**Run 1: cell area per tile**

The die is cut into 8 by 16 equal tiles; white is low, dark blue is high, 0 to 100% covered.
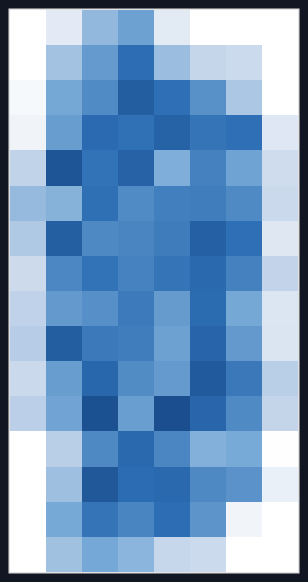
**Run 1: routing congestion**

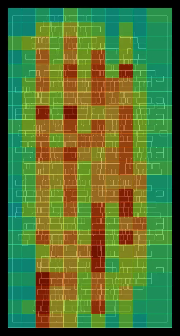
**Run 1: the metal 2 layer**

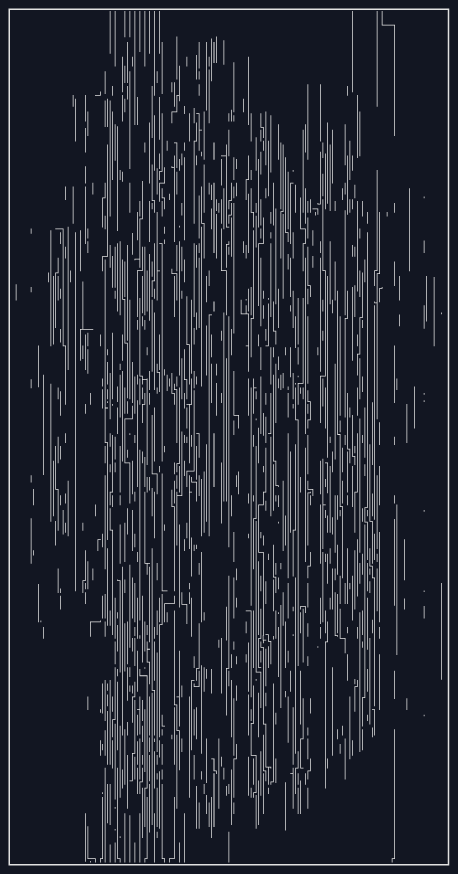
**Run 1: logic cells by family**

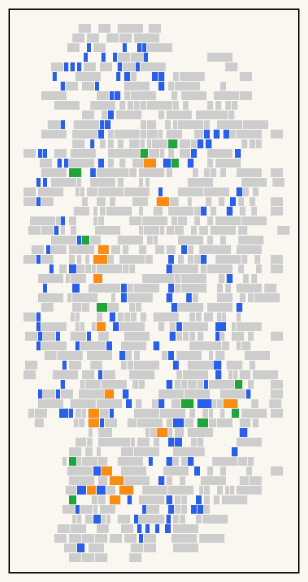
File: src/rtl/approx_pkg.sv
// Shared types, widths and helpers for the pipelined approximate adder.
// Latency: none (package only).
// Backpressure: not applicable.
package approx_pkg;

   // Per-transaction approximation style for the low ke bits
   typedef enum logic {
      APX_LOA   = 1'b0,  // low bits are a|b, carry into bit ke is a&b of bit ke-1
      APX_TRUNC = 1'b1   // low bits forced to zero, no carry into bit ke
   } apx_mode_e;

   localparam int ERR_ACC_W = 40;
   localparam int ERR_CNT_W = 32;

   // Widest mask lsb_mask can describe; callers truncate to their own width
   localparam int MASK_W = 128;

   // Bit i of the result is set when bit i is inside the approximated region
   function automatic logic [MASK_W-1:0] lsb_mask(input int unsigned ke);
      logic [MASK_W-1:0] m;
      m = '0;
      for (int unsigned i = 0; i < MASK_W; i++) begin
         m[i] = (i < ke);
      end
      return m;
   endfunction

endpackage

File: src/rtl/approx_seg_stage.sv
// One pipeline segment: adds operand slice IDX with the carry from the previous stage.
// Latency: 1 cycle (registered output).
// Backpressure: holds when full and downstream not ready; rdy_o = !vld_q | rdy_i.
module approx_seg_stage
   import approx_pkg::*;
#(
   parameter int WIDTH = 16,
   parameter int SEGS  = 4,
   parameter int IDX   = 0,
   parameter int KW    = 4
) (
   input  logic             clk_i,
   input  logic             rst_n_i,
   input  logic             vld_i,
   output logic             rdy_o,
   input  logic [WIDTH-1:0] a_i,
   input  logic [WIDTH-1:0] b_i,
   input  logic [KW-1:0]    ke_i,
   input  apx_mode_e        mode_i,
   input  logic [WIDTH-1:0] sum_i,
   input  logic             cin_i,
`ifdef APPROX_ERR_MON_EN
   input  logic [WIDTH-1:0] ex_sum_i,
   input  logic             ex_cin_i,
   output logic [WIDTH-1:0] ex_sum_o,
   output logic             ex_cout_o,
`endif
   output logic             vld_o,
   input  logic             rdy_i,
   output logic [WIDTH-1:0] a_o,
   output logic [WIDTH-1:0] b_o,
   output logic [KW-1:0]    ke_o,
   output apx_mode_e        mode_o,
   output logic [WIDTH-1:0] sum_o,
   output logic             cout_o
);

   localparam int SW = WIDTH / SEGS;
   localparam int LO = IDX * SW;

   logic             vld_q;
   logic [WIDTH-1:0] a_q, b_q, sum_q, sum_d;
   logic [KW-1:0]    ke_q;
   apx_mode_e        mode_q;
   logic             cout_q, cout_d;
   logic [SW:0]      seg_mask;

   assign rdy_o = !vld_q || rdy_i;

   // Approximated-bit mask seen from this segment; bit SW is the first bit of the next one
   assign seg_mask = (SW+1)'(lsb_mask(32'(ke_i)) >> LO);

   // Segment adder: approximate region below ke, exact ripple from ke upward
   always_comb begin
      logic c;
      sum_d = sum_i;
      c     = cin_i;
      for (int j = 0; j < SW; j++) begin
         if (seg_mask[j]) begin
            sum_d[LO+j] = (mode_i == APX_LOA) ? (a_i[LO+j] | b_i[LO+j]) : 1'b0;
            // only the topmost approximated bit may generate a carry, and only in LOA
            c = (mode_i == APX_LOA) && !seg_mask[j+1] && a_i[LO+j] && b_i[LO+j];
         end else begin
            sum_d[LO+j] = a_i[LO+j] ^ b_i[LO+j] ^ c;
            c = (a_i[LO+j] & b_i[LO+j]) | (c & (a_i[LO+j] ^ b_i[LO+j]));
         end
      end
      cout_d = c;
   end

   // Stage register: advances when empty or when downstream accepts
   always_ff @(posedge clk_i) begin
      if (!rst_n_i) begin
         vld_q  <= 1'b0;
         a_q    <= '0;
         b_q    <= '0;
         ke_q   <= '0;
         mode_q <= APX_LOA;
         sum_q  <= '0;
         cout_q <= 1'b0;
      end else if (rdy_o) begin
         vld_q <= vld_i;
         if (vld_i) begin
            a_q    <= a_i;
            b_q    <= b_i;
            ke_q   <= ke_i;
            mode_q <= mode_i;
            sum_q  <= sum_d;
            cout_q <= cout_d;
         end
      end
   end

   assign vld_o  = vld_q;
   assign a_o    = a_q;
   assign b_o    = b_q;
   assign ke_o   = ke_q;
   assign mode_o = mode_q;
   assign sum_o  = sum_q;
   assign cout_o = cout_q;

`ifdef APPROX_ERR_MON_EN
   logic [WIDTH-1:0] ex_sum_q, ex_sum_d;
   logic             ex_cout_q, ex_cout_d;

   // Exact shadow adder for the same slice
   always_comb begin
      logic c;
      ex_sum_d = ex_sum_i;
      c        = ex_cin_i;
      for (int j = 0; j < SW; j++) begin
         ex_sum_d[LO+j] = a_i[LO+j] ^ b_i[LO+j] ^ c;
         c = (a_i[LO+j] & b_i[LO+j]) | (c & (a_i[LO+j] ^ b_i[LO+j]));
      end
      ex_cout_d = c;
   end

   // Shadow register moves in lockstep with the approximate one
   always_ff @(posedge clk_i) begin
      if (!rst_n_i) begin
         ex_sum_q  <= '0;
         ex_cout_q <= 1'b0;
      end else if (rdy_o && vld_i) begin
         ex_sum_q  <= ex_sum_d;
         ex_cout_q <= ex_cout_d;
      end
   end

   assign ex_sum_o  = ex_sum_q;
   assign ex_cout_o = ex_cout_q;
`endif

endmodule

File: src/rtl/approx_add_pipe.sv
// Pipelined approximate unsigned adder (LOA / truncate, per-transaction depth); APPROX_ERR_MON_EN adds an error monitor.
// Latency: SEGS cycles from input handshake to out_valid; one result per cycle when unstalled.
// Backpressure: valid/ready; in_ready is combinational through the stall chain, SEGS transactions in flight.
module approx_add_pipe
   import approx_pkg::*;
#(
   parameter int WIDTH = 16,
   parameter int SEGS  = 4,
   parameter int KMAX  = WIDTH / 2
) (
   input  logic                       clk,
   input  logic                       rst_n,
   input  logic                       in_valid,
   output logic                       in_ready,
   input  logic [WIDTH-1:0]           a,
   input  logic [WIDTH-1:0]           b,
   input  logic [$clog2(KMAX+1)-1:0]  k,
   input  logic                       mode,
   output logic                       out_valid,
   input  logic                       out_ready,
   output logic [WIDTH:0]             sum
`ifdef APPROX_ERR_MON_EN
   ,
   input  logic                       err_clr,
   output logic [ERR_CNT_W-1:0]       err_cnt,
   output logic [WIDTH:0]             err_max,
   output logic [ERR_ACC_W-1:0]       err_acc
`endif
);

   localparam int KW = $clog2(KMAX + 1);

   if (WIDTH % SEGS != 0) begin : g_bad_segs
      $error("approx_add_pipe: WIDTH must be a multiple of SEGS");
   end
   if (KMAX < 1 || KMAX > WIDTH) begin : g_bad_kmax
      $error("approx_add_pipe: KMAX must be in 1..WIDTH");
   end

   // Chain index s is the input of stage s; index SEGS is the pipeline output
   logic             vld_c  [SEGS+1];
   logic             rdy_c  [SEGS+1];
   logic [WIDTH-1:0] a_c    [SEGS+1];
   logic [WIDTH-1:0] b_c    [SEGS+1];
   logic [KW-1:0]    ke_c   [SEGS+1];
   apx_mode_e        mode_c [SEGS+1];
   logic [WIDTH-1:0] sum_c  [SEGS+1];
   logic             cout_c [SEGS+1];

   // Clamp the requested depth to KMAX at the input so it travels pre-clamped
   assign ke_c[0]   = (k > KW'(KMAX)) ? KW'(KMAX) : k;
   assign vld_c[0]  = in_valid;
   assign a_c[0]    = a;
   assign b_c[0]    = b;
   assign mode_c[0] = apx_mode_e'(mode);
   assign sum_c[0]  = '0;
   assign cout_c[0] = 1'b0;

   assign rdy_c[SEGS] = out_ready;
   assign in_ready    = rdy_c[0];
   assign out_valid   = vld_c[SEGS];
   assign sum         = {cout_c[SEGS], sum_c[SEGS]};

   // Operands and settings are not needed after the last segment
   logic unused_tail;
   assign unused_tail = ^{a_c[SEGS], b_c[SEGS], ke_c[SEGS], mode_c[SEGS]};

`ifdef APPROX_ERR_MON_EN
   logic [WIDTH-1:0] ex_sum_c  [SEGS+1];
   logic             ex_cout_c [SEGS+1];
   assign ex_sum_c[0]  = '0;
   assign ex_cout_c[0] = 1'b0;
`endif

   for (genvar s = 0; s < SEGS; s++) begin : g_seg
      approx_seg_stage #(
         .WIDTH (WIDTH),
         .SEGS  (SEGS),
         .IDX   (s),
         .KW    (KW)
      ) u_stage (
         .clk_i     (clk),
         .rst_n_i   (rst_n),
         .vld_i     (vld_c[s]),
         .rdy_o     (rdy_c[s]),
         .a_i       (a_c[s]),
         .b_i       (b_c[s]),
         .ke_i      (ke_c[s]),
         .mode_i    (mode_c[s]),
         .sum_i     (sum_c[s]),
         .cin_i     (cout_c[s]),
`ifdef APPROX_ERR_MON_EN
         .ex_sum_i  (ex_sum_c[s]),
         .ex_cin_i  (ex_cout_c[s]),
         .ex_sum_o  (ex_sum_c[s+1]),
         .ex_cout_o (ex_cout_c[s+1]),
`endif
         .vld_o     (vld_c[s+1]),
         .rdy_i     (rdy_c[s+1]),
         .a_o       (a_c[s+1]),
         .b_o       (b_c[s+1]),
         .ke_o      (ke_c[s+1]),
         .mode_o    (mode_c[s+1]),
         .sum_o     (sum_c[s+1]),
         .cout_o    (cout_c[s+1])
      );
   end

`ifdef APPROX_ERR_MON_EN
   logic [WIDTH:0]         ex_full, err_e;
   logic                   hs;
   logic [ERR_ACC_W:0]     acc_sum;
   logic [ERR_CNT_W-1:0]   cnt_q, cnt_d;
   logic [WIDTH:0]         max_q, max_d;
   logic [ERR_ACC_W-1:0]   acc_q, acc_d;

   assign ex_full = {ex_cout_c[SEGS], ex_sum_c[SEGS]};
   // LOA can overshoot the exact sum, so take the absolute difference
   assign err_e   = (ex_full >= sum) ? (ex_full - sum) : (sum - ex_full);
   assign hs      = out_valid && out_ready;
   assign acc_sum = {1'b0, acc_q} + (ERR_ACC_W+1)'(err_e);

   // Monitor next state: clear wins but still counts a coincident handshake
   always_comb begin
      cnt_d = cnt_q;
      max_d = max_q;
      acc_d = acc_q;
      if (err_clr) begin
         cnt_d = {{(ERR_CNT_W-1){1'b0}}, hs && (err_e != '0)};
         max_d = hs ? err_e : '0;
         acc_d = hs ? ERR_ACC_W'(err_e) : '0;
      end else if (hs) begin
         if (err_e != '0 && cnt_q != '1) begin
            cnt_d = cnt_q + 1'b1;
         end
         if (err_e > max_q) begin
            max_d = err_e;
         end
         acc_d = acc_sum[ERR_ACC_W] ? '1 : acc_sum[ERR_ACC_W-1:0];
      end
   end

   // Monitor registers
   always_ff @(posedge clk) begin
      if (!rst_n) begin
         cnt_q <= '0;
         max_q <= '0;
         acc_q <= '0;
      end else begin
         cnt_q <= cnt_d;
         max_q <= max_d;
         acc_q <= acc_d;
      end
   end

   assign err_cnt = cnt_q;
   assign err_max = max_q;
   assign err_acc = acc_q;
`endif

endmodule

File: config.mk
export PLATFORM = sky130hd
export DESIGN_NAME = approx_add_pipe
export DESIGN_NICKNAME = d
export VERILOG_FILES = /design/src/rtl/approx_pkg.sv /design/src/rtl/approx_seg_stage.sv /design/src/rtl/approx_add_pipe.sv
export SDC_FILE = /design/constraint.sdc
export NUM_CORES = 1
export LEC_CHECK = 0
export CAP_MARGIN = 20
export CELL_PAD_IN_SITES_DETAIL_PLACEMENT = 0
export CELL_PAD_IN_SITES_GLOBAL_PLACEMENT = 1
export CORE_ASPECT_RATIO = 2
export CORE_MARGIN = 2
export CORE_UTILIZATION = 46
export DETAILED_ROUTE_END_ITERATION = 16
export PLACE_DENSITY = 0.95
export SETUP_SLACK_MARGIN = 0.02
export SYNTH_ARGS = -nofsm -noshare
export SYNTH_HDL_FRONTEND = slang
export SYNTH_SLANG_ARGS = --single-unit
File: constraint.sdc
create_clock -name clk -period 4.9 [get_ports clk]
set_input_delay 0.98 -clock clk [delete_from_list [all_inputs] [get_ports clk]]
set_output_delay 0.98 -clock clk [all_outputs]
set_load 0.005 [all_outputs]
==> run summary, run 1 <==
From the run reports.

- The run finished with clean final reports.
- The fraction of layout cells with a size suffix above 1 is ~4.7%.
- The worst reg2reg path endpoint reads g_seg[2].u_stage.sum_o[11].
- The topmost layer with routed signal wires is met4.
- In the placement report, post-DP HPWL is listed as about 9500 um.
- The fill cell instance count of the final layout is 1062.
- The worst setup path category reads input port to flop.
- The total of warnings raised by yosys is 0.
- When the netlist entered floorplanning its net count stood at approximately 730.
- The count of TritonRoute iterations in the first routing pass reads 5.
- The via count of the first global-routing pass is between 4000 and 5000.
- The worst slew margin relative to its limit reads 33.4%.
- The count of buffer and inverter cells on the critical path reads 1.
- The most critical min-delay path falls under flop to flop.
- The endpoint of the worst hold-timing path reads g_seg[0].u_stage.a_o[10].
- The post-route setup TNS is 0 ps.
- The first global-routing pass estimated about 21000 um of wire.
- Traced cell by cell, the critical path runs through clkdlybuf4s50_1 > or3_1 > a21o_1 > fa_1 > mux2i_1 > fa_1 > and2_0 > o21ai_0 > fa_1 > a211o_1 > mux2i_1.
- The type of origin of the critical path reads an input port.
- The horizontal die dimension reads 81.4 um.
- The final worst-path cycle share reads between 70% and 80%.
- The biggest fanout along the worst timing path reads 12.
- The most used flip-flop cell after synthesis is sky130_fd_sc_hd__dfxtp_1.
- The fraction of met2 tracks used by global routing reads 38.3%.
- The synthesized instance count reads 656.
- The delay of the slowest critical-path stage is 610 ps.
- The count of warning messages emitted by the tools is approximately 41.
- The startpoint identified for the worst hold timing path is g_seg[0].u_stage.a_o[10].
- The worst register-to-register path has a setup slack of 1440 ps.
- The hold-fix buffer count after cts is 0.
- The number of cells after detailed placement reads 811.
- The number of clock buffers inserted by TritonCTS reads 9.
- The peak supply drop reads 223 uV.
- Once synthesis finished, the tally of register bits stood at around 110.
- The insertion delay to the later sink of the worst-skew pair is between 300 and 400 ps.
- The met1 global-route usage is a little over a fifth.
- The total cell area reported by yosys after synthesis is around 0.0055 sq mm.
- In this run the power density over the cells is 287 mW/mm^2.
- The time the worst path needs with I/O delays and setup is approximately 3800 ps.
- The number of antenna violations at the first check in global routing reads 0.
- The synthesized area reads 0.00552 sq mm.
- The met2 wire length reads ~7100 um.
- After detailed routing, the met3 layer carries 309 um of wire.
- The area of the multi-input gates reads 0.00288 sq mm.
- Setup repair after global routing left no endpoint under its margin.
- Clock tree synthesis found a total of 111 sinks.
- In the Yosys stats the netlist draws on around 55 distinct library cells.
- In this run the layout overhead on the synthesized area is reported as 15.4%.
- The clock-pin slew of the registers on the worst-case setup and hold paths is 70 ps.
- The critical-path cell with the highest stage delay is sky130_fd_sc_hd__clkdlybuf4s50_1.
- Counting endpoints that fail hold in the final report gives 0.
- For this run, the post-layout net count is around 750.
- The final weighted congestion of routability-driven global placement reads 0.857.
- The leakage power reads around 2.3 nW.
- After detailed routing, the number of remaining DRC violations is 0.
- The violation count after the first detailed-routing iteration reads approximately 280.
- The kind of end point of the critical path is a flop.
- The synthesized area per cell is roughly 8.4 sq um.
- The number of maximum-capacitance violations is 0.
- The pin count of the biggest net entering global routing is 64.
- The full die area reads 0.0129 sq mm.
- The cell depth of the worst min-delay path is 2.
- Once the clock tree was built, the setup fixing pass inserted 0 buffers.
- The number of setup violations in the final report reads 0.
- The cell class contributing the biggest share of worst-path delay is adder cells.
- The number of resized instances in the post-cts repair step reads 0.
- Summing the sequential cell areas from Yosys gives 40.3% of the chip area.
- The clock tree from TritonCTS reads yes.
- CTS placed an instance of sky130_fd_sc_hd__clkbuf_16 at the clock tree root.
- According to the floorplan log, the row count is between 50 and 60.
- Once detail routing completed, the nets flagged for antenna violations numbered 0.
- The routed via count divided by cell count is 5.71.
## Picture notes: 'cell area per tile'
fullest tile	88%
tiles over 75% full	17%
mean over tiles	48%
nearly empty tiles	12%
fp_density: 47.1%
final cell utilization of the core: 54.4%
placeable core area: 0.0117 sq mm

## Picture notes: 'routing congestion'
Wirelength per Cell: 15.2 um
GRT Max-Usage Layer: met2

## Picture notes: 'the metal 2 layer'
main direction	vertical
wire length on this layer	7080 um
nets with wire on the layer	598
share of all routed wire	56%
via count: 4723
sum of routed wire length over all layers: 12600 um

## Picture notes: 'logic cells by family'
family	color	cells	most used
non-inverting ao/oa cells	orange	16	o221a_2
and/or cells	green	12	or3_1
nand cells	blue	139	nand2_1
share of the final layout cell area in multi-input gates: 45.2%
count of non-filler cells in the finished layout: 827
most common logic cell in the routed design: sky130_fd_sc_hd__dfxtp_1

[run 1: cell families (layout without fill, tap and decap cells)]
group,count (synthesis),after routing,synth area share (%)
DFF,111,111,40.3
muxes,32,32,5.81
AOI/OAI and AO/OA,200,200,21.0
adders and majority gates,31,31,9.07
and+or+nand+nor,183,183,16.3
buffers and inverters,99,125,7.55
[run 1: where the power goes]
group / internal (mW) / switching, mW / total [mW] / leakage, nW
logic: 0.0821 / 0.0926 / 0.175 / 1.22
clock network: 0.350 / 0.341 / 0.691 / 0.130
registers: 0.933 / 0.0288 / 0.962 / 0.904
total: 1.37 / 0.462 / 1.83 / 2.26
[run 1: layout make-up]
| cell class | instances | area share [%] |
|---|---|---|
| clock buffers | 9 | 3.54 |
| clock inverters | 7 | 0.884 |
| inverters | 42 | 2.48 |
| multi-input cells | 446 | 45.2 |
| flip-flops and latches | 111 | 34.9 |
| well taps | 145 | 2.85 |
| repair buffers | 67 | 10.1 |
[run 1: stage by stage]
| step | power (mW) | cell area (sq um) | hold slack, ps | setup slack [ps] |
|---|---|---|---|---|
| finish | 1.83 | 6370 | 459 | 1070 |
| global route | 1.90 | 6370 | 479 | 957 |
| CTS | 1.84 | 6370 | 461 | 1110 |
| detailed placement | 1.16 | 6090 | 448 | 747 |
| global placement | 1.15 | 6090 | 443 | 852 |
| floorplan | 1.09 | 5520 | 435 | 1470 |
[run 1: cells in the mapped netlist (all sizes together) (2+ instances only)]
library cell  instances  share of area (%)
nor3                  3               0.27
a311oi                6               0.95
o21ai                63                5.7
nand4                 5               0.57
o21a                  3               0.41
buf                  28                2.7
nand3                60                5.4
nor4b                 2               0.32
mux2i                32                5.8
nand2                64                4.4
a211oi                9                1.2
ha                   16                3.6
nand2b                4               0.45
and4b                 2               0.36
a22o                  2               0.32
nand3b                4               0.61
a31oi                 4               0.45
nor2                 18                1.2
nor4                  4               0.45
o221a                 3               0.61
nor2b                 4               0.45
inv                  41                2.8
o31ai                 4               0.54
dfxtp               111                 40
a21o                  2               0.27
a211o                 2               0.32
and2                  2               0.23
or3                   5               0.57
fa                   15                5.4
nand4b                2               0.32
a21oi                87                7.9
o22ai                 2               0.23
a22oi                 2               0.27
clkbuf               29                2.0
a41oi                 3               0.48
[run 1: flip-flops by register name, indices dropped and copies added (netlist names)]
register	flops
g_seg.u_stage.b_o	24
g_seg.u_stage.sum_o	40
g_seg.u_stage.vld_o	4
g_seg.u_stage.ke_o	12
g_seg.u_stage.cout_o	4
g_seg.u_stage.a_o	24
g_seg.u_stage.mode_o	3
[run 1: worst max-delay path by stage]
stage          depth (start not counted)  startpoint                   endpoint
3_5_place_dp                          11        k[3]  g_seg[0].u_stage.sum_o[3]
6_report                              11        k[3]  g_seg[0].u_stage.sum_o[3]
2_1_floorplan                         11        k[2]  g_seg[0].u_stage.sum_o[3]
4_1_cts                               11        k[3]  g_seg[0].u_stage.sum_o[3]
3_3_place_gp                          11        k[3]  g_seg[0].u_stage.sum_o[3]
5_1_grt                               11        k[3]  g_seg[0].u_stage.sum_o[3]
**Run 1: metal layers overlaid**

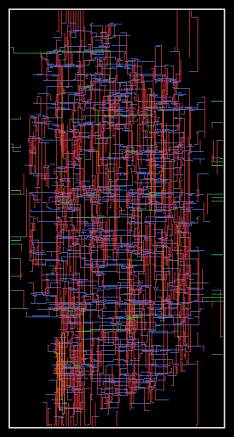

==> inputs of run 2 (changes only) <==
--- a/config.mk
+++ b/config.mk
@@ -10,9 +10,9 @@
 export CELL_PAD_IN_SITES_GLOBAL_PLACEMENT = 1
 export CORE_ASPECT_RATIO = 2
 export CORE_MARGIN = 2
-export CORE_UTILIZATION = 46
+export CORE_UTILIZATION = 43
 export DETAILED_ROUTE_END_ITERATION = 16
-export PLACE_DENSITY = 0.95
+export PLACE_DENSITY = 0.91
 export SETUP_SLACK_MARGIN = 0.02
 export SYNTH_ARGS = -nofsm -noshare
 export SYNTH_HDL_FRONTEND = slang
==> constraint.sdc (replaced) <==
create_clock -name clk -period 4 [get_ports clk]
set_input_delay 0.8 -clock clk [delete_from_list [all_inputs] [get_ports clk]]
set_output_delay 0.8 -clock clk [all_outputs]
set_load 0.005 [all_outputs]
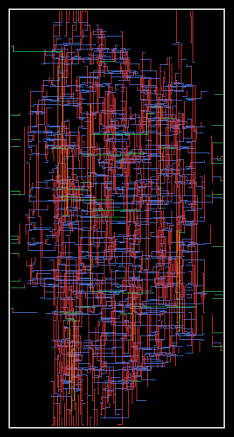
**Above:** run 2 (metal layers overlaid).
layer	color	wire length
M3	green	364 um
M2	red	7300 um
M4	orange	428 um
M1	blue	4780 um
via count: 4722
sum of routed wire length over all layers: 12900 um
global router's overall resource usage: 19.1%
Wirelength per Cell: 15.4 um

==> run 2 against run 1 <==
  * Utilization decreased by 3.1 points
  * Sequential share of layout area decreased by 0.39 points
  * Hold slack improved by 3.9 ps
  * Final cell count increased by 0.97%
  * Critical endpoint unchanged
  * Largest cell class unchanged
==> run summary, run 2 <==
From the run reports.

- The share of Yosys cell area claimed by the top area cell type reads 40.3% (unchanged).
- The total of warnings raised by yosys is 0 (unchanged).
- The fraction of layout cells with a size suffix above 1 is 5.11% (+0.42 points).
- The count of warning messages emitted by the tools reads 41 (unchanged).
- The flow ran to the end, and the final reports show no timing, DRC or antenna violations.
- The count of TritonRoute iterations in the first routing pass is 4 (-1).
- The power per cell area is 365 mW/mm^2 (+27%).
- The hold-fix buffer count after cts came to 0 (unchanged).
- Sorting the synthesized cells by how often they occur yields sky130_fd_sc_hd__dfxtp_1, sky130_fd_sc_hd__a21oi_1, sky130_fd_sc_hd__nand2_1, sky130_fd_sc_hd__o21ai_0, sky130_fd_sc_hd__nand3_1.
- The detailed-placement wirelength estimate was 9500 um (+0.34%).
- Per the synthesis report, the dominant area consumer among library cells is sky130_fd_sc_hd__dfxtp_1.
- The type of origin of the critical path reads an input port.
- The class of the tightest hold or removal check reads flop to flop.
- The clock tree from TritonCTS is yes.
- The routed via count divided by cell count reads 5.66 (-0.98%).
- The flip-flop count of the largest register after layout is 40 (unchanged).
- The remaining design rule violation count is 0 (unchanged).
- The number of resized instances in the post-cts repair step is 0 (unchanged).
- The floorplan net count is 728 (unchanged).
- The via count of the first global-routing pass is 4664 (-0.30%).
- The number of maximum-capacitance violations reads 0 (unchanged).
- The flip-flop and latch count after synthesis reads 111 (unchanged).
- The full die area was 0.0138 sq mm (+6.7%).
- The final hold violation count is 0 (unchanged).
- The worst slew margin relative to its limit reads 32.7% (-0.71 points).
- The topmost layer with routed signal wires is met4.
- The most frequently placed logic cell in the final layout reads sky130_fd_sc_hd__dfxtp_1.
- The amount of wire on met3 after detailed routing came to 363 um (+17%).
- Sorting the synthesized cells by area gives the leading types as sky130_fd_sc_hd__dfxtp_1, sky130_fd_sc_hd__a21oi_1, sky130_fd_sc_hd__mux2i_1.
- The synthesized area per cell reads 8.41 sq um (unchanged).
- The number of standard cells in the final layout excluding fillers came to 835 (+0.97%).
- The area growth from synthesis to layout is 16.7%.
- The placement row count reads 58 (+3.6%).
- The register share after synthesis reads 40.3% (unchanged).
- The count of nets left with antenna violations after detail routing is 0 (unchanged).
- The number of antenna violations at the first check in global routing reads 0 (unchanged).
- The clock share of power reads 40.7% (+2.9 points).
- The violation count after the first detailed-routing iteration is 216 (-22%).
- The most used flip-flop cell after synthesis is sky130_fd_sc_hd__dfxtp_1.
- The met2 wire length is 7300 um (+3.1%).
- The post-CTS repair timing setup buffer count was 0 (unchanged).
- The switching share of power reads 23.9% (-1.4 points).
- The time the worst path needs with I/O delays and setup is 3450 ps.
- The pin count of the biggest net entering global routing reads 64 (unchanged).
- The post-route setup TNS is 0 ps (unchanged).
- In the finished design, the share of the clock period the worst path needs comes to a little under nine tenths.
- The leakage power reads 2.30 nW (+2.0%).
- The critical path is of the input port to flop type.
- The sequential share of power reads 50.0% (-2.6 points).
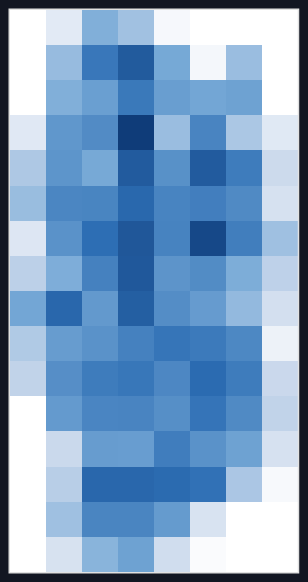
**Above:** run 2 (cell area per tile).
The die is cut into 8 by 16 equal tiles; white is low, dark blue is high, 0 to 100% covered.
nearly empty tiles	13%
tiles over 75% full	11%
fullest tile	95%
fp_density: 43.9%
final cell utilization of the core: 51.3%
placeable core area: 0.0126 sq mm

## run 2: area by class of cell
| class | count | area, sq um | area share, % |
|---|---|---|---|
| multi-input cells | 446 | 2880 | 44.7 |
| flip-flops and latches | 111 | 2220 | 34.5 |
| repair buffers | 70 | 668 | 10.4 |
| clock buffers | 12 | 267 | 4.14 |
| well taps | 150 | 188 | 2.91 |
| inverters | 42 | 158 | 2.45 |
| clock inverters | 4 | 58.8 | 0.913 |
## run 2: metal layers
layer,vias up,track usage [%]
met3,29,2.31
met1,2254,20.2
met5,-,0
met2,93,36.7
li1,2346,-
met4,0,8.65
## run 2: worst max-delay path, cell delays in order
cell and delay [ps]:
sky130_fd_sc_hd__clkdlybuf4s50_1 520, sky130_fd_sc_hd__or3_1 420, sky130_fd_sc_hd__a21o_1 190, sky130_fd_sc_hd__fa_1 350
sky130_fd_sc_hd__mux2i_1 170, sky130_fd_sc_hd__fa_1 190, sky130_fd_sc_hd__and2_0 120, sky130_fd_sc_hd__o21ai_0 120
sky130_fd_sc_hd__fa_1 450, sky130_fd_sc_hd__a211o_1 270, sky130_fd_sc_hd__mux2i_1 130
## run 2: power by group through the flow
stage | clock network [mW] | registers (mW) | logic [mW]
after global routing | 1.03 | 1.18 | 0.242
after floorplan | 0 | 1.19 | 0.146
after global placement | 0 | 1.20 | 0.210
after CTS | 0.976 | 1.18 | 0.219
final | 0.959 | 1.18 | 0.217
after detailed placement | 0 | 1.20 | 0.217
## run 2: worst paths after layout
check,endpoint,slack (ps),startpoint,cells past startpoint
setup / recovery,g_seg[0].u_stage.sum_o[3],550,k[1],11
hold / removal,g_seg[0].u_stage.a_o[12],460,g_seg[0].u_stage.a_o[12],2
setup reg to reg,g_seg[2].u_stage.sum_o[11],580,g_seg[1].u_stage.a_o[8],14
hold reg to reg,g_seg[0].u_stage.a_o[12],460,g_seg[0].u_stage.a_o[12],2
## run 2: per-stage QoR
step / power (mW) / setup slack, ps / hold WS, ps / instance area [sq um] / util, %
final: 2.35 / 548 / 462 / 6440 / 51.3
after floorplan: 1.33 / 752 / 435 / 5520 / -
after detailed placement: 1.42 / 193 / 448 / 6110 / 48.7
after CTS: 2.37 / 561 / 462 / 6440 / 51.3
after global routing: 2.45 / 362 / 489 / 6440 / 51.3
after global placement: 1.41 / 298 / 445 / 6110 / 48.7
## run 2: kinds of logic (layout without fill, tap and decap cells)
logic type / after synthesis / count (layout) / synth area share [%]
buffers and inverters: 99 / 128 / 7.55
adder cells (fa/ha/maj): 31 / 31 / 9.07
AND-OR/OR-AND: 200 / 200 / 21.0
multiplexers: 32 / 32 / 5.81
AND/OR/NAND/NOR: 183 / 183 / 16.3
flip-flops: 111 / 111 / 40.3
Power figures rest on the tool's default switching activity, not on a simulated workload.
